==> run_1/flops_by_reg.png <==
Drawn at 4 px/um. Other sequential cells in the stronger gray, the rest of the logic in the fainter gray.
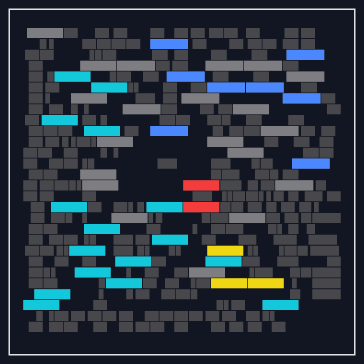
==> run_1/power_grid.png <==
Drawn at 4 px/um. Pins as bars on the die edge.
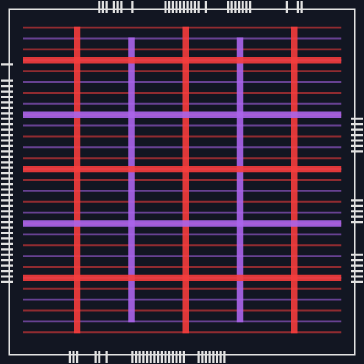
==> run_1/layer_met2.png <==
Drawn at 4 px/um.
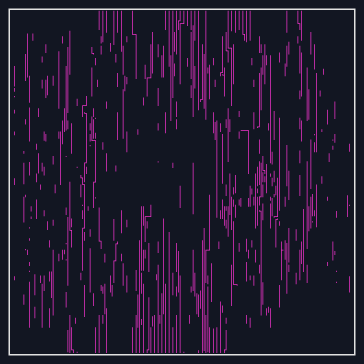
File: config.mk
export PLATFORM = sky130hd
export DESIGN_NAME = ninjakun_busarb
export DESIGN_NICKNAME = d
export VERILOG_FILES = /design/src/rtl/ninjakun_busarb.sv
export SDC_FILE = /design/constraint.sdc
export NUM_CORES = 1
export LEC_CHECK = 0
export CORE_MARGIN = 3
export CORE_UTILIZATION = 36
export CTS_CLUSTER_DIAMETER = 30
export CTS_CLUSTER_SIZE = 8
export DETAILED_ROUTE_END_ITERATION = 6
export PLACE_DENSITY_LB_ADDON = 0.08
export REMOVE_ABC_BUFFERS = 1
export SYNTH_ARGS = -nofsm -noshare
export SYNTH_HDL_FRONTEND = slang
export SYNTH_SLANG_ARGS = --single-unit
File: constraint.sdc
create_clock -name MCLK -period 3.35 [get_ports MCLK]
set_clock_uncertainty 0.05 [all_clocks]
set_input_delay 1.005 -clock MCLK [delete_from_list [all_inputs] [get_ports MCLK]]
set_output_delay 1.005 -clock MCLK [all_outputs]
set_load 0.05 [all_outputs]
File: src/rtl/ninjakun_busarb.sv
// Clock-enable generator and shared I/O bus arbiter for the two Z80 cores.
// A CPU requesting the bus while the other owns it loses its enable slots until granted.
module ninjakun_busarb #(
    parameter int PHASE_LEN = 4
) (
    input  logic        MCLK,
    input  logic        RESET,
    input  logic        CP1EN,
    input  logic        CP0REQ,
    input  logic        CP1REQ,
    input  logic [15:0] CP0AD,
    input  logic [15:0] CP1AD,
    input  logic [7:0]  CP0OD,
    input  logic [7:0]  CP1OD,
    input  logic        CP0RD,
    input  logic        CP1RD,
    input  logic        CP0WR,
    input  logic        CP1WR,
    input  logic [7:0]  CPIDT,
    output logic        CP0CE_P,
    output logic        CP0CE_N,
    output logic        CP1CE_P,
    output logic        CP1CE_N,
    output logic [7:0]  CP0ID,
    output logic [7:0]  CP1ID,
    output logic [15:0] CPADR,
    output logic [7:0]  CPODT,
    output logic        CPRED,
    output logic        CPWRT,
    output logic        CPSEL,
    output logic        CP0WAIT,
    output logic        CP1WAIT
);

    localparam int PERIOD = 2 * PHASE_LEN;
    localparam int CW     = $clog2(PERIOD);

    typedef enum logic [1:0] {IDLE, OWN0, OWN1} state_t;

    state_t         state_q, state_d;
    logic           pri_q, pri_d;
    logic [CW-1:0]  cnt_q, cnt_d;
    logic [15:0]    adr_q, adr_d;
    logic [7:0]     odt_q, odt_d;
    logic           red_q, red_d;
    logic           wrt_q, wrt_d;
    logic           sel_q, sel_d;
    logic [7:0]     id0_q, id0_d;
    logic [7:0]     id1_q, id1_d;

    logic req0, req1, grant0, grant1, stall0, stall1;
    logic slot_first, slot_mid, slot_last;

    // CPU1 requests are invisible when the core is absent.
    assign req0   = CP0REQ;
    assign req1   = CP1REQ & CP1EN;
    assign grant0 = (state_q == OWN0);
    assign grant1 = (state_q == OWN1);
    assign stall0 = req0 & ~grant0;
    assign stall1 = req1 & ~grant1;

    assign slot_first = (cnt_q == CW'(0));
    assign slot_mid   = (cnt_q == CW'(PHASE_LEN));
    assign slot_last  = (cnt_q == CW'(PERIOD - 1));

    // RESET gates the enables directly so no pulse escapes while cnt sits at 0.
    assign CP0CE_P = ~RESET & slot_first & ~stall0;
    assign CP0CE_N = ~RESET & slot_mid   & ~stall0;
    assign CP1CE_P = ~RESET & CP1EN & slot_mid  & ~stall1;
    assign CP1CE_N = ~RESET & CP1EN & slot_last & ~stall1;
    assign CP0WAIT = stall0;
    assign CP1WAIT = stall1;

    assign CPADR = adr_q;
    assign CPODT = odt_q;
    assign CPRED = red_q;
    assign CPWRT = wrt_q;
    assign CPSEL = sel_q;
    assign CP0ID = id0_q;
    assign CP1ID = id1_q;

    assign cnt_d = slot_last ? '0 : cnt_q + CW'(1);

    always_comb begin
        state_d = state_q;
        pri_d   = pri_q;
        case (state_q)
            IDLE: begin
                if (req0 && req1) begin
                    state_d = pri_q ? OWN1 : OWN0;
                    pri_d   = ~pri_q;
                end else if (req0) begin
                    state_d = OWN0;
                end else if (req1) begin
                    state_d = OWN1;
                end
            end
            OWN0: if (!req0) state_d = req1 ? OWN1 : IDLE;
            OWN1: if (!req1) state_d = req0 ? OWN0 : IDLE;
            default: state_d = IDLE;
        endcase
    end

    // Bus mux lags the grant by one MCLK; IDLE keeps address/data/select parked.
    always_comb begin
        adr_d = adr_q;
        odt_d = odt_q;
        red_d = 1'b0;
        wrt_d = 1'b0;
        sel_d = sel_q;
        case (state_q)
            OWN0: begin
                adr_d = CP0AD;
                odt_d = CP0OD;
                red_d = CP0RD;
                wrt_d = CP0WR;
                sel_d = 1'b0;
            end
            OWN1: begin
                adr_d = CP1AD;
                odt_d = CP1OD;
                red_d = CP1RD;
                wrt_d = CP1WR;
                sel_d = 1'b1;
            end
            default: ;
        endcase
    end

    // Read data is only captured when the strobe on the bus belongs to the owner.
    assign id0_d = (grant0 && red_q && !sel_q) ? CPIDT : id0_q;
    assign id1_d = (grant1 && red_q &&  sel_q) ? CPIDT : id1_q;

    always_ff @(posedge MCLK or posedge RESET) begin
        if (RESET) begin
            cnt_q   <= '0;
            state_q <= IDLE;
            pri_q   <= 1'b0;
            adr_q   <= 16'h0000;
            odt_q   <= 8'h00;
            red_q   <= 1'b0;
            wrt_q   <= 1'b0;
            sel_q   <= 1'b0;
            id0_q   <= 8'hFF;
            id1_q   <= 8'hFF;
        end else begin
            cnt_q   <= cnt_d;
            state_q <= state_d;
            pri_q   <= pri_d;
            adr_q   <= adr_d;
            odt_q   <= odt_d;
            red_q   <= red_d;
            wrt_q   <= wrt_d;
            sel_q   <= sel_d;
            id0_q   <= id0_d;
            id1_q   <= id1_d;
        end
    end

endmodule
==> impl_metrics.env, run 1 <==
# source this file to load flow results
export IMPL_dp_hpwl_um=3850
export IMPL_cts_resized_gates=1
export IMPL_synth_top_area_share=0.358
export IMPL_status="completed"
export IMPL_syn_to_final_growth_pct=60.4
export IMPL_most_common_cell="dfrtp_1"
export IMPL_required_ps=2290
export IMPL_crit_start="CP1REQ"
export IMPL_compound_area_frac=0.0841
export IMPL_nClkBuffers=8
export IMPL_drt_initial_drc_count=27
export IMPL_fp_util=0.380
export IMPL_setup_slack_ps=107
export IMPL_rr_worst_depth=5
export IMPL_numCtsBuffers=5
export IMPL_final_cell_mix="clkdlybuf4s50_1 (106), dfrtp_1 (33), nor2_1 (27)"
export IMPL_taps=75
export IMPL_cts_setup_buffers=0
export IMPL_fin_hold_ws_ps=408
export IMPL_power_total_mw=3.75
export IMPL_grt_max_degree=52
export IMPL_buffers=123
export IMPL_die_area_um2=7400
export IMPL_clk_latency_ps=290
export IMPL_slew_violations=0
export IMPL_reg2reg_to="CP1ID[4]"
export IMPL_path_cells="clkdlybuf4s50_1, nand2_2, o21ai_2, nor4bb_2, buf_4, buf_12"
export IMPL_via_count=1834
export IMPL_min_path_type="flip-flop to flip-flop"
export IMPL_first_pass_iters=4
export IMPL_timing_fmax_ghz=0.308
export IMPL_clkPwrFrac=0.093
export IMPL_seq_share=0.337
export IMPL_grt_use_total=0.145
export IMPL_ant_nets=0
export IMPL_fp_dieW_um=86.0
-- flops_by_reg.png (at the start) --
color	netlist name	placed flops
cyan	`CPADR`	16
yellow	`cnt_q`	3
blue	`CP1ID`	8
red	`state_q`	2

-- power_grid.png (at the start) --
color	net
red	VSS
purple	VDD
signal pins	114
rows	28
met5 straps	5
Core ar.: 6060 um2
Peak VDD IR: 691 uV

-- layer_met2.png (at the start) --
longest straight run	30.6 um
wire length on this layer	2460 um
final WL: 5210 um
met2 usage in global routing: 0.220

==> run 2, diff against run 1 <==
--- a/config.mk
+++ b/config.mk
@@ -6,7 +6,7 @@
 export NUM_CORES = 1
 export LEC_CHECK = 0
 export CORE_MARGIN = 3
-export CORE_UTILIZATION = 36
+export CORE_UTILIZATION = 40
 export CTS_CLUSTER_DIAMETER = 30
 export CTS_CLUSTER_SIZE = 8
 export DETAILED_ROUTE_END_ITERATION = 6
==> constraint.sdc (replaced) <==
create_clock -name MCLK -period 3.2 [get_ports MCLK]
set_clock_uncertainty 0.05 [all_clocks]
set_input_delay 0.96 -clock MCLK [delete_from_list [all_inputs] [get_ports MCLK]]
set_output_delay 0.96 -clock MCLK [all_outputs]
set_load 0.05 [all_outputs]
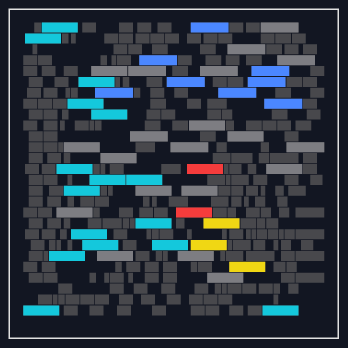
(run_2/flops_by_reg.png)
Drawn at 4 px/um. Other sequential cells in the stronger gray, the rest of the logic in the fainter gray.
color	netlist name	placed flops
yellow	`cnt_q`	3
cyan	`CPADR`	16
blue	`CP1ID`	8
red	`state_q`	2
not colored	20

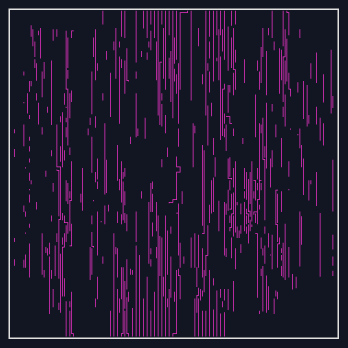
(run_2/layer_met2.png)
Drawn at 4 px/um.
wire length on this layer	2690 um
longest straight run	30.1 um
main direction	vertical
nets with wire on the layer	321
share of all routed wire	50%

==> run 2 against run 1 <==
Critical path depth decreased by 2; die area decreased by 9.3%; routed wire length increased by 2.6%; worst hold slack got worse by 6.2 ps; worst setup slack improved by 42 ps; critical path type unchanged; largest power group unchanged; highest routed layer unchanged.
==> impl_metrics.env, run 2 <==
# source this file to load flow results
export IMPL_worst_pin_slew_ps=615
export IMPL_fin_hold_ws_ps=402
export IMPL_rr_worst_depth=5
export IMPL_buffers=123
export IMPL_min_path_type="flip-flop to flip-flop"
export IMPL_cp_start_kind="input pin"
export IMPL_peakVddDrop_uv=491
export IMPL_gp_congestion=0.818
export IMPL_max_slew_margin=0.590
export IMPL_logic_gates=125
export IMPL_nClkBuffers=5
export IMPL_synth_flops=49
export IMPL_required_ps=2190
export IMPL_antenna_found_initial=0
export IMPL_fp_util=0.416
export IMPL_slew_violations=0
export IMPL_final_cell_mix="clkdlybuf4s50_1 (104), dfrtp_1 (33), nor2_1 (27)"
export IMPL_taps=72
export IMPL_grt_max_degree=51
export IMPL_timing_fmax_ghz=0.328
export IMPL_syn_inst=192
export IMPL_status="completed"
export IMPL_via_count=1838
export IMPL_root_buffer="clkbuf_8"
export IMPL_drive_gt1_frac=0.205
export IMPL_grt_use_total=0.163
export IMPL_compound_area_frac=0.0841
export IMPL_reg2reg_to="CP1ID[3]"
export IMPL_port_buffers=113
export IMPL_power_total_mw=3.93
export IMPL_syn_to_final_growth_pct=59.3
export IMPL_crit_start="RESET"
export IMPL_dp_hpwl_um=3990
export IMPL_clk_latency_ps=300
export IMPL_cts_resized_gates=3
export IMPL_use_met2=0.276
export IMPL_cts_setup_buffers=0
export IMPL_setup_slack_ps=149
export IMPL_ys_sh_mux=0.187
export IMPL_numCtsBuffers=5
export IMPL_path_cells="clkdlybuf4s50_1, nor4b_1, buf_4, buf_12"
export IMPL_first_pass_iters=4
export IMPL_cp_top_family="buffers and inverters"
export IMPL_core_area_um2=5540
export IMPL_largest_register_ffs=16
export IMPL_ant_nets=0
export IMPL_die_area_um2=6710
export IMPL_most_common_cell="dfrtp_1"
export IMPL_logic_family="multiplexers"
==> run 3, diff against run 2 <==
--- a/config.mk
+++ b/config.mk
@@ -5,13 +5,15 @@
 export SDC_FILE = /design/constraint.sdc
 export NUM_CORES = 1
 export LEC_CHECK = 0
+export ABC_AREA = 1
 export CORE_MARGIN = 3
-export CORE_UTILIZATION = 40
+export CORE_UTILIZATION = 41
 export CTS_CLUSTER_DIAMETER = 30
 export CTS_CLUSTER_SIZE = 8
 export DETAILED_ROUTE_END_ITERATION = 6
 export PLACE_DENSITY_LB_ADDON = 0.08
 export REMOVE_ABC_BUFFERS = 1
+export SLEW_MARGIN = 25
 export SYNTH_ARGS = -nofsm -noshare
 export SYNTH_HDL_FRONTEND = slang
 export SYNTH_SLANG_ARGS = --single-unit
==> constraint.sdc (replaced) <==
create_clock -name MCLK -period 3.4 [get_ports MCLK]
set_clock_uncertainty 0.05 [all_clocks]
set_input_delay 1.02 -clock MCLK [delete_from_list [all_inputs] [get_ports MCLK]]
set_output_delay 1.02 -clock MCLK [all_outputs]
set_load 0.05 [all_outputs]
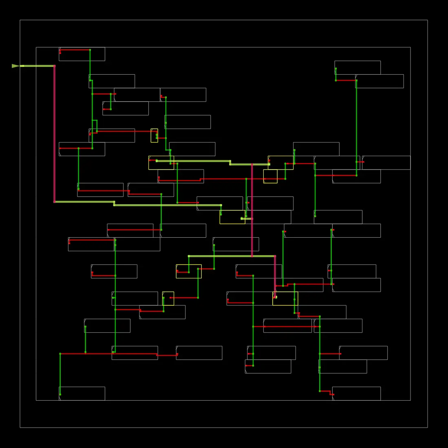
(run_3/clocks.png)
TritonCTS buffer count: 5
clock group power: 342 uW
CTS sink cnt: 49

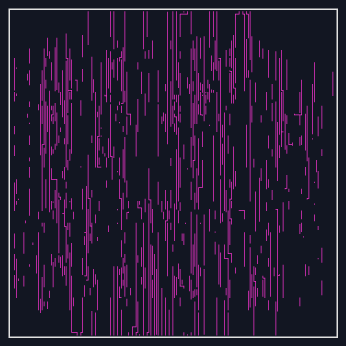
(run_3/layer_met2.png)
Drawn at 4 px/um.
share of all routed wire	50%
nets with wire on the layer	359
main direction	vertical
via count: 2172
met2 usage in global routing: 0.344

==> run 3 against run 2 <==
Combinational power down 9.5%; worst setup slack worse by 13 ps; routed wire length up 14%; critical path depth up 3; first-iteration DRC count up 38%; die area down 0.68%; critical path type unchanged; largest cell class is now sequential cells.
==> impl_metrics.env, run 3 <==
# source this file to load flow results
export IMPL_ys_sh_mux=0
export IMPL_synth_top_area_share=0.352
export IMPL_path_cells="clkdlybuf4s50_1, nand2_2, nor2_4, inv_1, nand2_1, nor2_1, buf_12"
export IMPL_required_ps=2330
export IMPL_crit_start="CP1EN"
export IMPL_fp_dieW_um=81.6
export IMPL_buffers=116
export IMPL_core_area_um2=5300
export IMPL_clkPwrFrac=0.096
export IMPL_wl_um=6080
export IMPL_nClkBuffers=6
export IMPL_cp_start_kind="input pin"
export IMPL_clk_latency_ps=300
export IMPL_worst_pin_slew_ps=722
export IMPL_syn_inst=265
export IMPL_peakVddDrop_uv=540
export IMPL_timing_fmax_ghz=0.306
export IMPL_port_buffers=113
export IMPL_power_total_mw=3.56
export IMPL_critPathMaxFanout=4
export IMPL_cp_top_family="buffers and inverters"
export IMPL_cts_resized_gates=0
export IMPL_cts_setup_buffers=0
export IMPL_yosysUniqueCellTypes=21
export IMPL_syn_to_final_growth_pct=56.0
export IMPL_final_cell_mix="clkdlybuf4s50_1 (107), nand2_1 (61), dfrtp_1 (33)"
export IMPL_synth_flops=49
export IMPL_status="completed"
export IMPL_antenna_found_initial=0
export IMPL_fp_util=0.442
export IMPL_compound_area_frac=0.169
export IMPL_setup_slack_ps=136
export IMPL_taps=70
export IMPL_slew_violations=0
export IMPL_reg2reg_to="CPRED"
export IMPL_root_buffer="clkbuf_8"
export IMPL_most_common_cell="nand2_1"
export IMPL_first_pass_iters=4
export IMPL_drive_gt1_frac=0.159
export IMPL_logic_family="simple AND/OR/NAND/NOR gates"
export IMPL_min_path_type="flip-flop to flip-flop"
export IMPL_die_area_um2=6660
export IMPL_rr_worst_depth=4
export IMPL_seq_share=0.341
export IMPL_ant_nets=0
export IMPL_gp_congestion=0.816
export IMPL_grt_max_degree=50
export IMPL_largest_register_ffs=16
export IMPL_dp_hpwl_um=4530

## Gallery

Placement density heat map.
shot_01.png
Drawn at 4 px/um. 8 x 8 tiles, from black (low) to pale yellow (high), 0 to 100% covered.
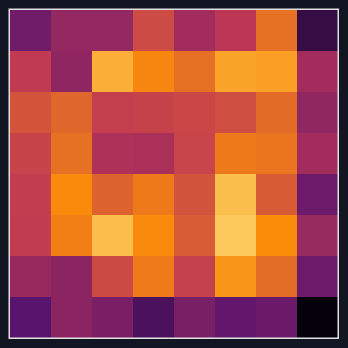
shot_02.png
Drawn at 4 px/um. 9 x 9 tiles, from black (low) to pale yellow (high), 0 to 100% covered.
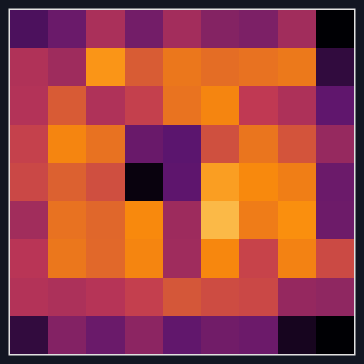
shot_03.png
Drawn at 4 px/um. 8 x 8 tiles, from black (low) to pale yellow (high), 0 to 100% covered.
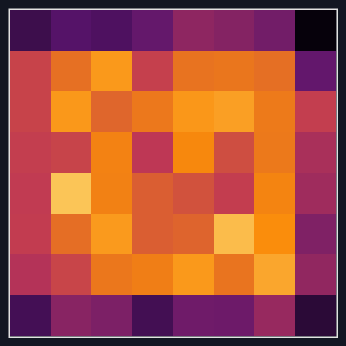
shot_02.png comes from run 1.
shot_01.png comes from run 2.
shot_03.png comes from run 3.

Key to shot_03.png:
mean over tiles	54%
tiles over 75% full	16%
nearly empty tiles	1.6%
fullest tile	88%

Power and IR drop assume default switching activity.
